**src/rtl/freq_meter_pkg.sv**
```systemverilog
// freq_meter_pkg: shared types and defaults for the reciprocal frequency meter.
// Optional duty-cycle counter is enabled with FREQ_DUTY_EN.
package freq_meter_pkg;

  localparam int DEF_WIDTH       = 32;
  localparam int DEF_SYNC_STAGES = 2;

  typedef enum logic [1:0] {
    IDLE,
    ARM,
    GATE
  } state_e;

endpackage

```
**src/rtl/freq_meter_core_sync.sv**
```systemverilog
// sig_edge_sync: SIG_IN synchroniser chain plus one-cycle rising-edge pulse.
// FREQ_DUTY_EN exposes the synchronised level for the duty-cycle counter.
module sig_edge_sync
  import freq_meter_pkg::*;
#(
  parameter int SYNC_STAGES = DEF_SYNC_STAGES
) (
  input  logic CLK,
  input  logic CLR,
  input  logic sig_i,
`ifdef FREQ_DUTY_EN
  output logic sync_o,
`endif
  output logic rise_o
);

  logic [SYNC_STAGES-1:0] chain_q;
  logic                   prev_q;

  always_ff @(posedge CLK or negedge CLR) begin
    if (!CLR) begin
      chain_q <= '0;
      prev_q  <= 1'b0;
    end else begin
      chain_q <= {chain_q[SYNC_STAGES-2:0], sig_i};
      prev_q  <= chain_q[SYNC_STAGES-1];
    end
  end

`ifdef FREQ_DUTY_EN
  assign sync_o = chain_q[SYNC_STAGES-1];
`endif
  assign rise_o = chain_q[SYNC_STAGES-1] & ~prev_q;

endmodule

```
**src/rtl/freq_meter_core.sv**
```systemverilog
// freq_meter_core: equal-precision meter, gate opened and closed on SIG_IN rises.
// Define FREQ_DUTY_EN to add the CNT_HIGH duty-cycle counter and port.
module freq_meter_core
  import freq_meter_pkg::*;
#(
  parameter int WIDTH       = DEF_WIDTH,
  parameter int SYNC_STAGES = DEF_SYNC_STAGES
) (
  input  logic             CLK,
  input  logic             CLR,
  input  logic             START,
  input  logic [WIDTH-1:0] GATE_TICKS,
  input  logic             SIG_IN,
  output logic             BUSY,
  output logic             DONE,
  output logic [WIDTH-1:0] CNT_SIG,
  output logic [WIDTH-1:0] CNT_BASE,
  output logic             OVF
`ifdef FREQ_DUTY_EN
  ,
  output logic [WIDTH-1:0] CNT_HIGH
`endif
);

  localparam logic [WIDTH-1:0] ONE = WIDTH'(1);

  state_e           state_q, state_d;
  logic [WIDTH-1:0] timer_q, timer_d;
  logic [WIDTH-1:0] base_q, base_d;
  logic [WIDTH-1:0] sig_q, sig_d;
  logic [WIDTH-1:0] cnt_sig_q, cnt_sig_d;
  logic [WIDTH-1:0] cnt_base_q, cnt_base_d;
  logic             done_q, done_d;
  logic             ovf_q, ovf_d;
  logic             rise, close, sat;
`ifdef FREQ_DUTY_EN
  logic             sync;
  logic [WIDTH-1:0] high_q, high_d;
  logic [WIDTH-1:0] cnt_high_q, cnt_high_d;
`endif

  sig_edge_sync #(
    .SYNC_STAGES(SYNC_STAGES)
  ) u_sync (
    .CLK    (CLK),
    .CLR    (CLR),
    .sig_i  (SIG_IN),
`ifdef FREQ_DUTY_EN
    .sync_o (sync),
`endif
    .rise_o (rise)
  );

  // Timer at 1 closes too: it reaches 0 in this same cycle.
  assign close = (state_q == GATE) && rise && (timer_q <= ONE);
  assign sat   = (state_q != IDLE) && (base_q == '1) && !close;

  always_ff @(posedge CLK or negedge CLR) begin
    if (!CLR) begin
      state_q    <= IDLE;
      timer_q    <= '0;
      base_q     <= '0;
      sig_q      <= '0;
      cnt_sig_q  <= '0;
      cnt_base_q <= '0;
      done_q     <= 1'b0;
      ovf_q      <= 1'b0;
`ifdef FREQ_DUTY_EN
      high_q     <= '0;
      cnt_high_q <= '0;
`endif
    end else begin
      state_q    <= state_d;
      timer_q    <= timer_d;
      base_q     <= base_d;
      sig_q      <= sig_d;
      cnt_sig_q  <= cnt_sig_d;
      cnt_base_q <= cnt_base_d;
      done_q     <= done_d;
      ovf_q      <= ovf_d;
`ifdef FREQ_DUTY_EN
      high_q     <= high_d;
      cnt_high_q <= cnt_high_d;
`endif
    end
  end

  always_comb begin
    state_d    = state_q;
    timer_d    = timer_q;
    base_d     = base_q;
    sig_d      = sig_q;
    cnt_sig_d  = cnt_sig_q;
    cnt_base_d = cnt_base_q;
    done_d     = 1'b0;
    ovf_d      = ovf_q;
`ifdef FREQ_DUTY_EN
    high_d     = high_q;
    cnt_high_d = cnt_high_q;
`endif
    unique case (state_q)
      IDLE: begin
        if (START) begin
          state_d = ARM;
          timer_d = GATE_TICKS;
          base_d  = '0;
        end
      end
      ARM: begin
        base_d = base_q + ONE;
        if (rise) begin
          state_d = GATE;
          sig_d   = '0;
          base_d  = '0;
`ifdef FREQ_DUTY_EN
          high_d  = '0;
`endif
        end
      end
      GATE: begin
        base_d = base_q + ONE;
        if (timer_q != '0) timer_d = timer_q - ONE;
        if (rise) sig_d = sig_q + ONE;
`ifdef FREQ_DUTY_EN
        high_d = high_q + WIDTH'(sync);
`endif
      end
      default: state_d = IDLE;
    endcase
    if (close) begin
      state_d    = IDLE;
      done_d     = 1'b1;
      cnt_sig_d  = sig_q + ONE;
      cnt_base_d = base_q + ONE;
      ovf_d      = 1'b0;
`ifdef FREQ_DUTY_EN
      cnt_high_d = high_q + WIDTH'(sync);
`endif
    end else if (sat) begin
      state_d    = IDLE;
      done_d     = 1'b1;
      cnt_sig_d  = '0;
      cnt_base_d = '0;
      ovf_d      = 1'b1;
`ifdef FREQ_DUTY_EN
      cnt_high_d = '0;
`endif
    end
  end

  always_comb begin
    BUSY = (state_q != IDLE);
  end

  assign DONE     = done_q;
  assign CNT_SIG  = cnt_sig_q;
  assign CNT_BASE = cnt_base_q;
  assign OVF      = ovf_q;
`ifdef FREQ_DUTY_EN
  assign CNT_HIGH = cnt_high_q;
`endif

endmodule

```
**config.mk**
```make
export PLATFORM = sky130hd
export DESIGN_NAME = freq_meter_core
export DESIGN_NICKNAME = d
export VERILOG_FILES = /design/src/rtl/freq_meter_pkg.sv /design/src/rtl/freq_meter_core_sync.sv /design/src/rtl/freq_meter_core.sv
export SDC_FILE = /design/constraint.sdc
export NUM_CORES = 1
export LEC_CHECK = 0
export CORE_MARGIN = 5
export CORE_UTILIZATION = 25
export DETAILED_ROUTE_END_ITERATION = 6
export PLACE_DENSITY = 0.41
export SLEW_MARGIN = 20
export SYNTH_ARGS = -nofsm -noshare
export SYNTH_HDL_FRONTEND = slang
export SYNTH_SLANG_ARGS = --single-unit
```
**constraint.sdc**
```tcl
create_clock -name CLK -period 5.7 [get_ports CLK]
set_clock_uncertainty 0.05 [all_clocks]
set_input_delay 1.71 -clock CLK [delete_from_list [all_inputs] [get_ports CLK]]
set_output_delay 1.71 -clock CLK [all_outputs]
set_load 0.005 [all_outputs]
```
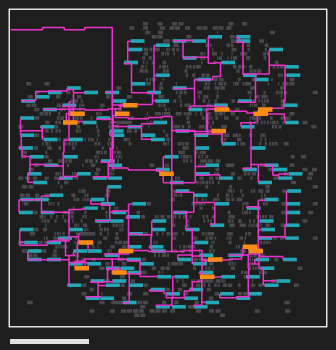
(run_1/clock_map.png)
The bar under the picture is 50 um long.
cyan -> flip-flops  # count 167
magenta -> clock wires  # length 2750 um
orange -> cells driving clock nets  # count 17
flops lie = spread over the die
routed clock nets = 18

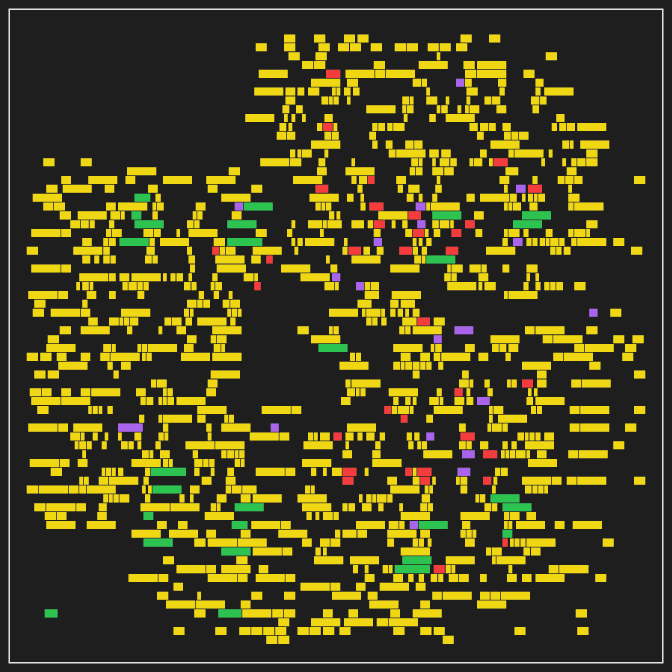
(run_1/drive_strength.png)
purple -> drive 3 to 4  # cells 19
yellow -> drive 1 or less  # cells 960
green -> drive 6 and up  # cells 27
red -> drive 2  # cells 34

==> reports/results.ini, run 1 <==
[critical_path]
critical_path.endpoint=BUSY
reg2reg_slack_ns=2.18
start_kind=flip-flop
path_class=flip-flop to output port
cp_max_fo=18

[detailed_routing]
wl_per_cell_um=18.76
drt-pass1-iter-count=5
drtIter0Drc=470

[pwr]
cellPowerDensity_mw_per_mm2=344.0

[flow_run]
drv_cap=0

[synthesis]
avgSynthCellArea_um2=9.424
netlist_area_mm2=0.009075
aoi_share_pct=21.47
top_area_share_pct=46.05
area_leaders=dfrtp_1 (46%), a22o_1 (5.5%), o21ai_0 (4.2%)
yosys_warnings=0
synthAdderAreaFrac_pct=1.241
flop_cell=dfrtp_1
topCombFamilyByArea=AND-OR/OR-AND gates

[die]
dieArea_mm2=0.04021

[grt]
grt_pass1_wl_mm=45.90
grt_usage_pct=14.02
overflow=0
grt_max_degree=87

[worst_hold_path]
worstHoldPathCells=0

[clocking]
insertion_delay_ns=0.44
cts_tree=done
post_cts_buffers=0
cts_hold_buf=0
ctsResizeCount=0
clk_pin_slew_worst_paths_ns=0.07

[final_timing]
fin_crit_sh_pct=72.02
max_freq_mhz=243.6
rsz0062_at_grt=no

[finish]
layout.nets=1072
final_common_cell=dfrtp_1
lay_top_cells=dfrtp_1 (167), clkdlybuf4s50_1 (101), nand2_1 (79)

[status]
status=finished, final reports clean

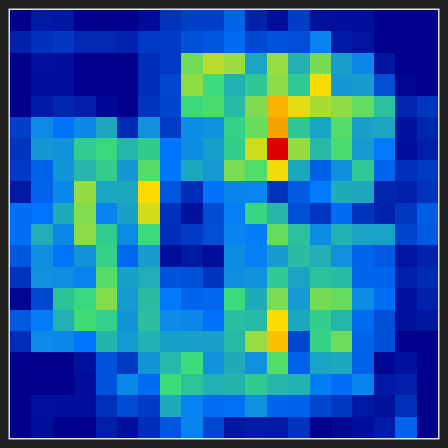
(run_1/wire_density.png)
The die is cut into 20 by 20 equal tiles; dark blue is low, red is high, scaled to the fullest tile. Values are wire area over tile area, all layers added.
mean over tiles = 0.11
emptiest ninth of the die = upper left
tiles over half the peak = 11%

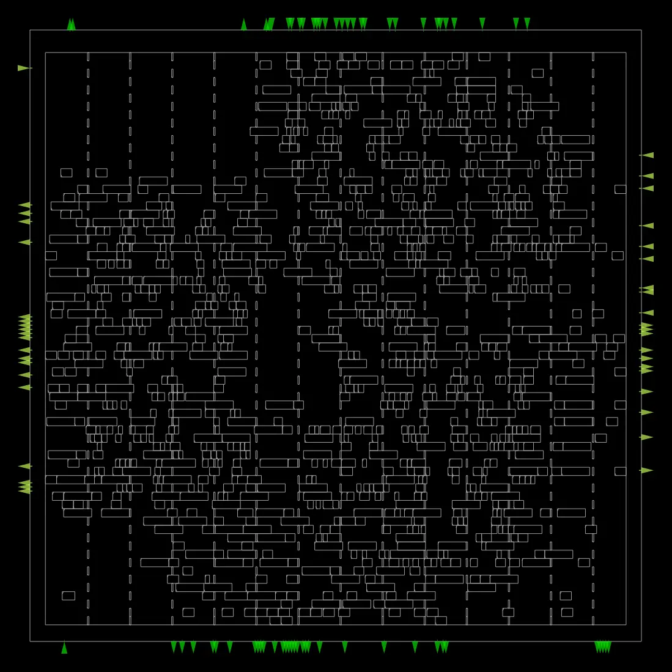
(run_1/final_placement.png)
Cell Rows: 69
sequential cell area share: 37.53%

run 1: power by group:
group	switching, W	internal [W]
Combinational	0.000676	0.000384
Clock	0.000538	0.000719
Sequential	0.000192	0.00132
Total	0.00141	0.00242
run 1: cell families (layout without fill, tap and decap cells):
group	after synthesis	in the layout
simple gates	333	333
compound gates	281	281
flops	167	167
buf+inv	102	179
xor+xnor	60	60
mux	11	11
fa+ha+maj	9	9
run 1: stage by stage:
stage                     worst slack (ns)  utilization [%]  cells  instance area (um2)  hold slack (ns)
after global placement               1.400            29.40   1469                10510           0.3340
after floorplan                      2.444                -    963                 9075           0.2812
after CTS                            1.539            31.15   1501                11130           0.3551
final                                1.595            31.15   1501                11130           0.3571
after detailed placement             1.380            29.41   1469                10510           0.3399
after global routing                 1.424            31.15   1501                11130           0.3682
run 1: cell type report:
class	instances	area [um2]	area share, %
clock buffer	19	452.9	4.068
sequential	167	4179	37.53
timing repair buffer	111	1102	9.900
clock inverter	13	170.2	1.528
tap	461	576.8	5.180
inverter	36	135.1	1.214
multi-input combinational	694	4518	40.58
run 1: registers in the layout (all words and copies together), names as in the netlist:
| name | cells |
|---|---|
| CNT_BASE | 32 |
| CNT_SIG | 32 |
| base_q | 32 |
| sig_q | 32 |
| timer_q | 32 |
| state_q | 2 |
| u_sync.chain_q | 2 |
| DONE | 1 |
| OVF | 1 |
| u_sync.prev_q | 1 |
run 1: routing by layer:
metal	vias up	wire length [um]	global-route usage, %
met5	-	0	0
met4	0	516	4.154
met3	30	824	2.746
met2	124	13080	21.92
met1	3755	13750	19.73
li1	3724	-	-
run 1: worst register-to-register path: cells and delay by family (launching register included):
kind,cells,cell delay (ns)
AND-OR/OR-AND,2,0.59
flip-flops,1,0.46
buffers and inverters,2,0.92
AND/OR/NAND/NOR,3,1.39
--- run 2 (diff from run 1) ---
clock period = 4.25 ns   (was 5.7 ns; I/O delays follow)
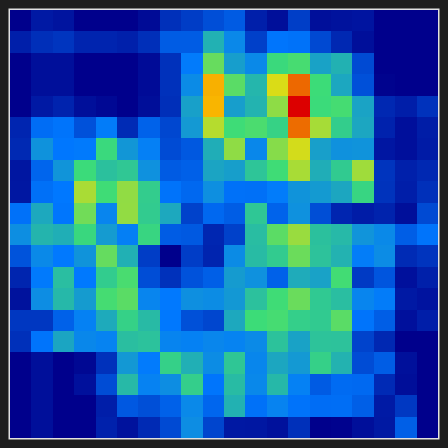
(run_2/wire_density.png)
The die is cut into 20 by 20 equal tiles; dark blue is low, red is high, scaled to the fullest tile. Values are wire area over tile area, all layers added.
fullest tile = 0.45
nearly empty tiles = 12%
mean over tiles = 0.11

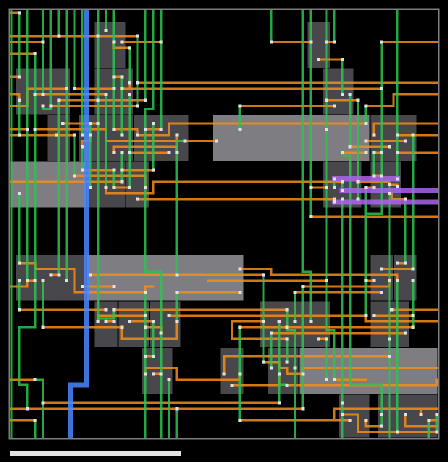
(run_2/zoom.png)
The bar under the picture is 10 um long. Window x 88 to 113, y 128 to 153 um. Cells in gray, sequential cells in the stronger gray; small squares are vias.
blue -> met4
purple -> met3
orange -> met1
green -> met2
cells with their middle in the window = 29
netlist names of flops here include = timer_q (3)
most frequent = nand3_1 (4)
sequential cells in the window = 3

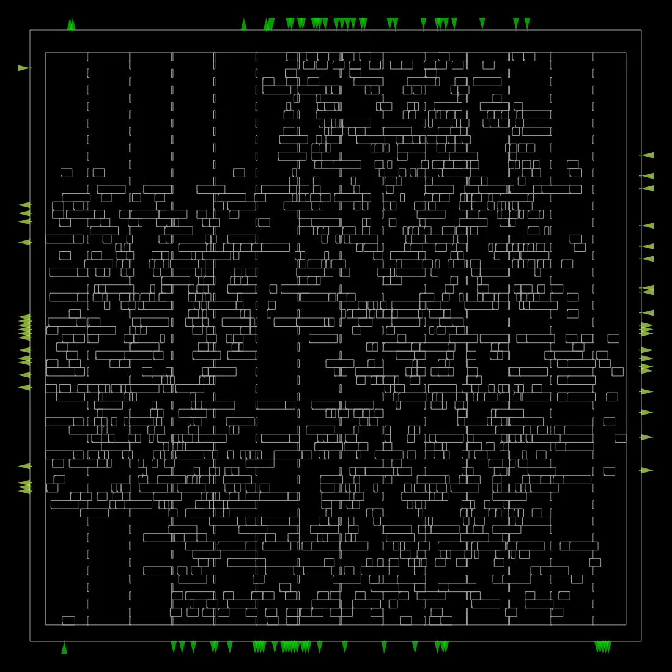
(run_2/final_placement.png)
tap cells: 461
final core occ: 31.46%

==> reports/results.ini, run 2 <==
[status]
status=finished, final reports clean

[clocking]
ctsResizeCount=0
root_buffer=clkbuf_16
post_cts_buffers=0
insertion_delay_ns=0.45
cts_hold_buf=0
cts_tree=done

[final_timing]
fin_crit_sh_pct=77.39
hold_ws_ns=0.3527
rsz0062_at_grt=no
fin_ws_ns=0.9608

[grt]
grt_max_degree=82
grt_pass1_wl_mm=46.73
grt_usage_pct=14.30
overflow=0

[placement]
gp_congestion=0.7849
hpwl_mm=19.43
dp_slack_ns=0.5515
dpl_cell_area_mm2=0.01063

[critical_path]
path_class=flip-flop to output port
reg2reg_slack_ns=1.07
start_kind=flip-flop
cp_max_fo=7
cp.arrival_ns=1.96

[detailed_routing]
drt-pass1-iter-count=4
viasPerCell=5.047
wl_per_cell_um=18.84
drtIter0Drc=468

[finish]
layout.nets=1086
final_common_cell=dfrtp_1
layout.cells.non_filler=1515
lay_top_cells=dfrtp_1 (167), clkdlybuf4s50_1 (101), nand2_1 (79)
area_growth_pct=23.92
final_cell_area_mm2=0.01125

[die]
dieArea_mm2=0.04021

[synthesis]
area_leaders=dfrtp_1 (46%), a22o_1 (5.5%), o21ai_0 (4.2%)
top_area_share_pct=46.05
syn_inst=963
yosys_cells=963
netlist_area_mm2=0.009075
fp_nets=1008
yosys_warnings=0
synth_flop_count=167

[worst_hold_path]
worstHoldPathCells=0

[pwr]
cellPowerDensity_mw_per_mm2=465.2

[flow_run]
drv_cap=0

-- run 2: cell counts after synthesis --
Identical to the previous run, type by type.
-- run 2: critical path, delay by kind of cell, from the launching register on --
family / cells / cell delay (ns)
buffers and inverters: 3 / 0.81
DFF: 1 / 0.40
adders and majority gates: 1 / 0.30
-- run 2: how the worst max path moves through the flow --
stage	startpoint	to	slack, ns
floorplan	START	base_q[20]	1.43
global placement	START	timer_q[21]	0.58
detailed placement	START	timer_q[29]	0.55
CTS	state_q[0]	BUSY	0.93
global route	timer_q[0]	timer_q[27]	0.79
finish	state_q[0]	BUSY	0.96
-- run 2: metal layers --
metal	share of wire, %	track usage [%]	up-vias
met2	46	22.32	112
met3	2.3	2.375	26
met4	1.5	4.228	0
met5	0	0	-
li1	-	-	3741
met1	50	20.42	3767
-- run 2: final cells by class --
cell class / instances / area (um2)
flip-flops and latches: 167 / 4179
clock inverters: 14 / 187.7
well taps: 461 / 576.8
multi-input cells: 694 / 4518
repair buffers: 125 / 1220
fillers: 3720 / 24500
clock buffers: 18 / 429.2
inverters: 36 / 135.1
-- run 2: cells by family (layout without fill, tap and decap cells) --
| kind of cell | Yosys count | count (layout) | synth area share (%) |
|---|---|---|---|
| simple gates | 333 | 333 | 19.81 |
| compound gates | 281 | 281 | 21.47 |
| flops | 167 | 167 | 46.05 |
| buf+inv | 102 | 193 | 4.398 |
| xor+xnor | 60 | 60 | 5.791 |
| mux | 11 | 11 | 1.241 |
| fa+ha+maj | 9 | 9 | 1.241 |
-- run 2: power breakdown --
group	internal, W	switching, W	total (W)
registers	0.00177	0.000260	0.00203
logic	0.000572	0.000936	0.00151
clock network	0.000944	0.000750	0.00169
--- run 3 (diff from run 2) ---
PLACE_DENSITY = 0.42   (was 0.41)
clock period = 2.7 ns   (was 4.25 ns; I/O delays follow)
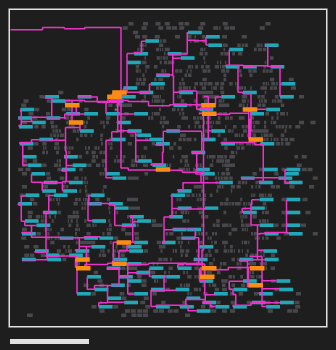
(run_3/clock_map.png)
The bar under the picture is 50 um long.
magenta -> clock wires  # length 2720 um
cyan -> flip-flops  # count 167
orange -> cells driving clock nets  # count 17
flops lie = spread over the die
routed clock nets = 18

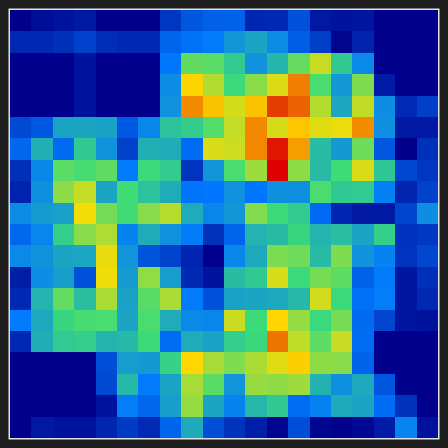
(run_3/wire_density.png)
The die is cut into 20 by 20 equal tiles; dark blue is low, red is high, scaled to the fullest tile. Values are wire area over tile area, all layers added.
mean over tiles = 0.11
fullest tile = 0.35
nearly empty tiles = 16%
tiles over half the peak = 23%
emptiest ninth of the die = upper left

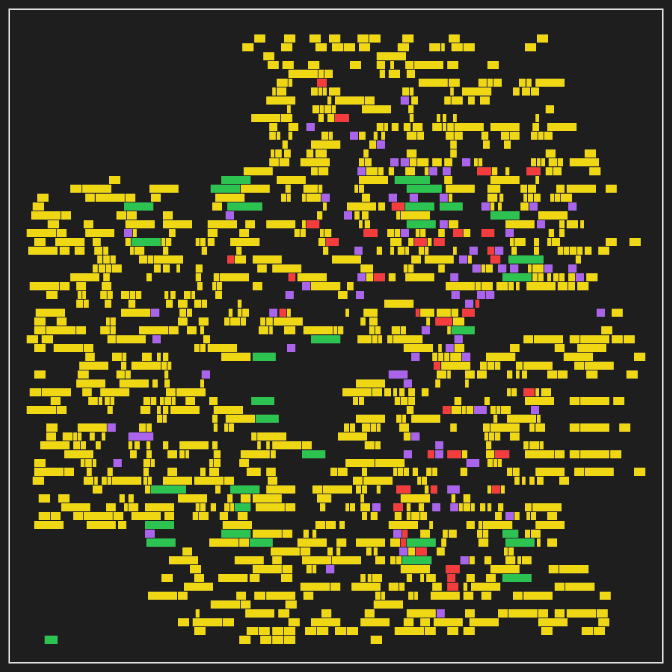
(run_3/drive_strength.png)
yellow -> drive 1 or less  # cells 958
red -> drive 2  # cells 38
green -> drive 6 and up  # cells 32
purple -> drive 3 to 4  # cells 77

==> reports/results.ini, run 3 <==
[status]
status=finished, final reports clean

[finish]
final_core_util_pct=32.83
area_growth_pct=29.28
final_common_cell=dfrtp_1
lay_top_cells=dfrtp_1 (167), clkdlybuf4s50_1 (101), nand2_1 (79)
layout.nets=1137
final_cell_area_mm2=0.01173
layout.cells.non_filler=1566

[synthesis]
synth_flop_count=167
avgSynthCellArea_um2=9.424
area_leaders=dfrtp_1 (46%), a22o_1 (5.5%), o21ai_0 (4.2%)
top_area_share_pct=46.05
fp_nets=1008
netlist_area_mm2=0.009075
yosys_warnings=0
flop_cell=dfrtp_1
yosys_cells=963
syn_inst=963

[clocking]
root_buffer=clkbuf_16
insertion_delay_ns=0.44
cts_tree=done
clk_pin_slew_worst_paths_ns=0.07

[placement]
hpwl_mm=20.40
place_inst=1533
gp_congestion=0.7964
dpl_cell_area_mm2=0.01107

[detailed_routing]
drtIter0Drc=487
viasPerCell=4.988

[grt]
grt_max_degree=55
grt_use_met2_pct=22.62
overflow=0
met3_usage_pct=2.698
grtUsageMet1_pct=20.69
busiest_layer=met2
grt_pass1_wl_mm=46.64

[final_timing]
rsz0062_at_grt=no
fin_crit_sh_pct=94.51
fin_ws_ns=0.1483
max_freq_mhz=391.9
hold_ws_ns=0.2590

[pwr]
p_sw_share_pct=35.01
cellPowerDensity_mw_per_mm2=739.4
pwr-share-comb_pct=31.8
p_sw_w=0.003037
seqPwrFrac_pct=36.3

[die]
dieArea_mm2=0.04021
rows=69

[critical_path]
cp.arrival_ns=1.69
path_class=flip-flop to output port
crit_start=state_q[1]
critical_path.endpoint=BUSY

[run 3: layer usage]
metal	part of all wire (%)	vias to the layer above	routed length (um)
li1	-	3826	-
met1	50	3861	14560
met2	46	114	13440
met3	2.8	10	819
met4	0.76	0	220
met5	0	-	0
[run 3: power groups by stage]
stage               Combinational [W]  Clock (W)  Sequential (W)
floorplan                     0.00164          0         0.00308
global placement              0.00273          0         0.00319
detailed placement            0.00276          0         0.00318
CTS                           0.00279    0.00286         0.00314
global route                  0.00306    0.00297         0.00319
finish                        0.00276    0.00277         0.00315
[run 3: cell type report]
type	count	area (um2)	area share, %
well taps	461	576.8	4.916
inverters	36	135.1	1.152
flip-flops and latches	167	4179	35.62
clock buffers	20	456.7	3.893
clock inverters	12	198.9	1.696
repair buffers	176	1665	14.19
multi-input cells	694	4521	38.53
[run 3: kinds of logic (layout without fill, tap and decap cells)]
logic type | Yosys count | count (layout) | synth area share (%)
and+or+nand+nor | 333 | 333 | 19.81
AOI/OAI and AO/OA | 281 | 281 | 21.47
DFF | 167 | 167 | 46.05
buffers and inverters | 102 | 244 | 4.398
xor gates and xnor gates | 60 | 60 | 5.791
muxes | 11 | 11 | 1.241
adders and majority gates | 9 | 9 | 1.241
[run 3: critical path, delay by kind of cell, from the launching register on]
kind                     cells  cell delay (ns)
flip-flops                   1             0.39
adder cells (fa/ha/maj)      1             0.23
buffers and inverters        3             0.63
[run 3: what timing repair did]
action | in CTS | in global routing
resized | 1 | 2
hold buffers | 0 | 0
buffers inserted | 1 | 0
pin swaps | 0 | 0
gates cloned | 0 | 0
endpoints found under the setup margin | 1 | 1
hold endpoints to repair | 0 | 0
Power figures rest on the tool's default switching activity, not on a simulated workload.
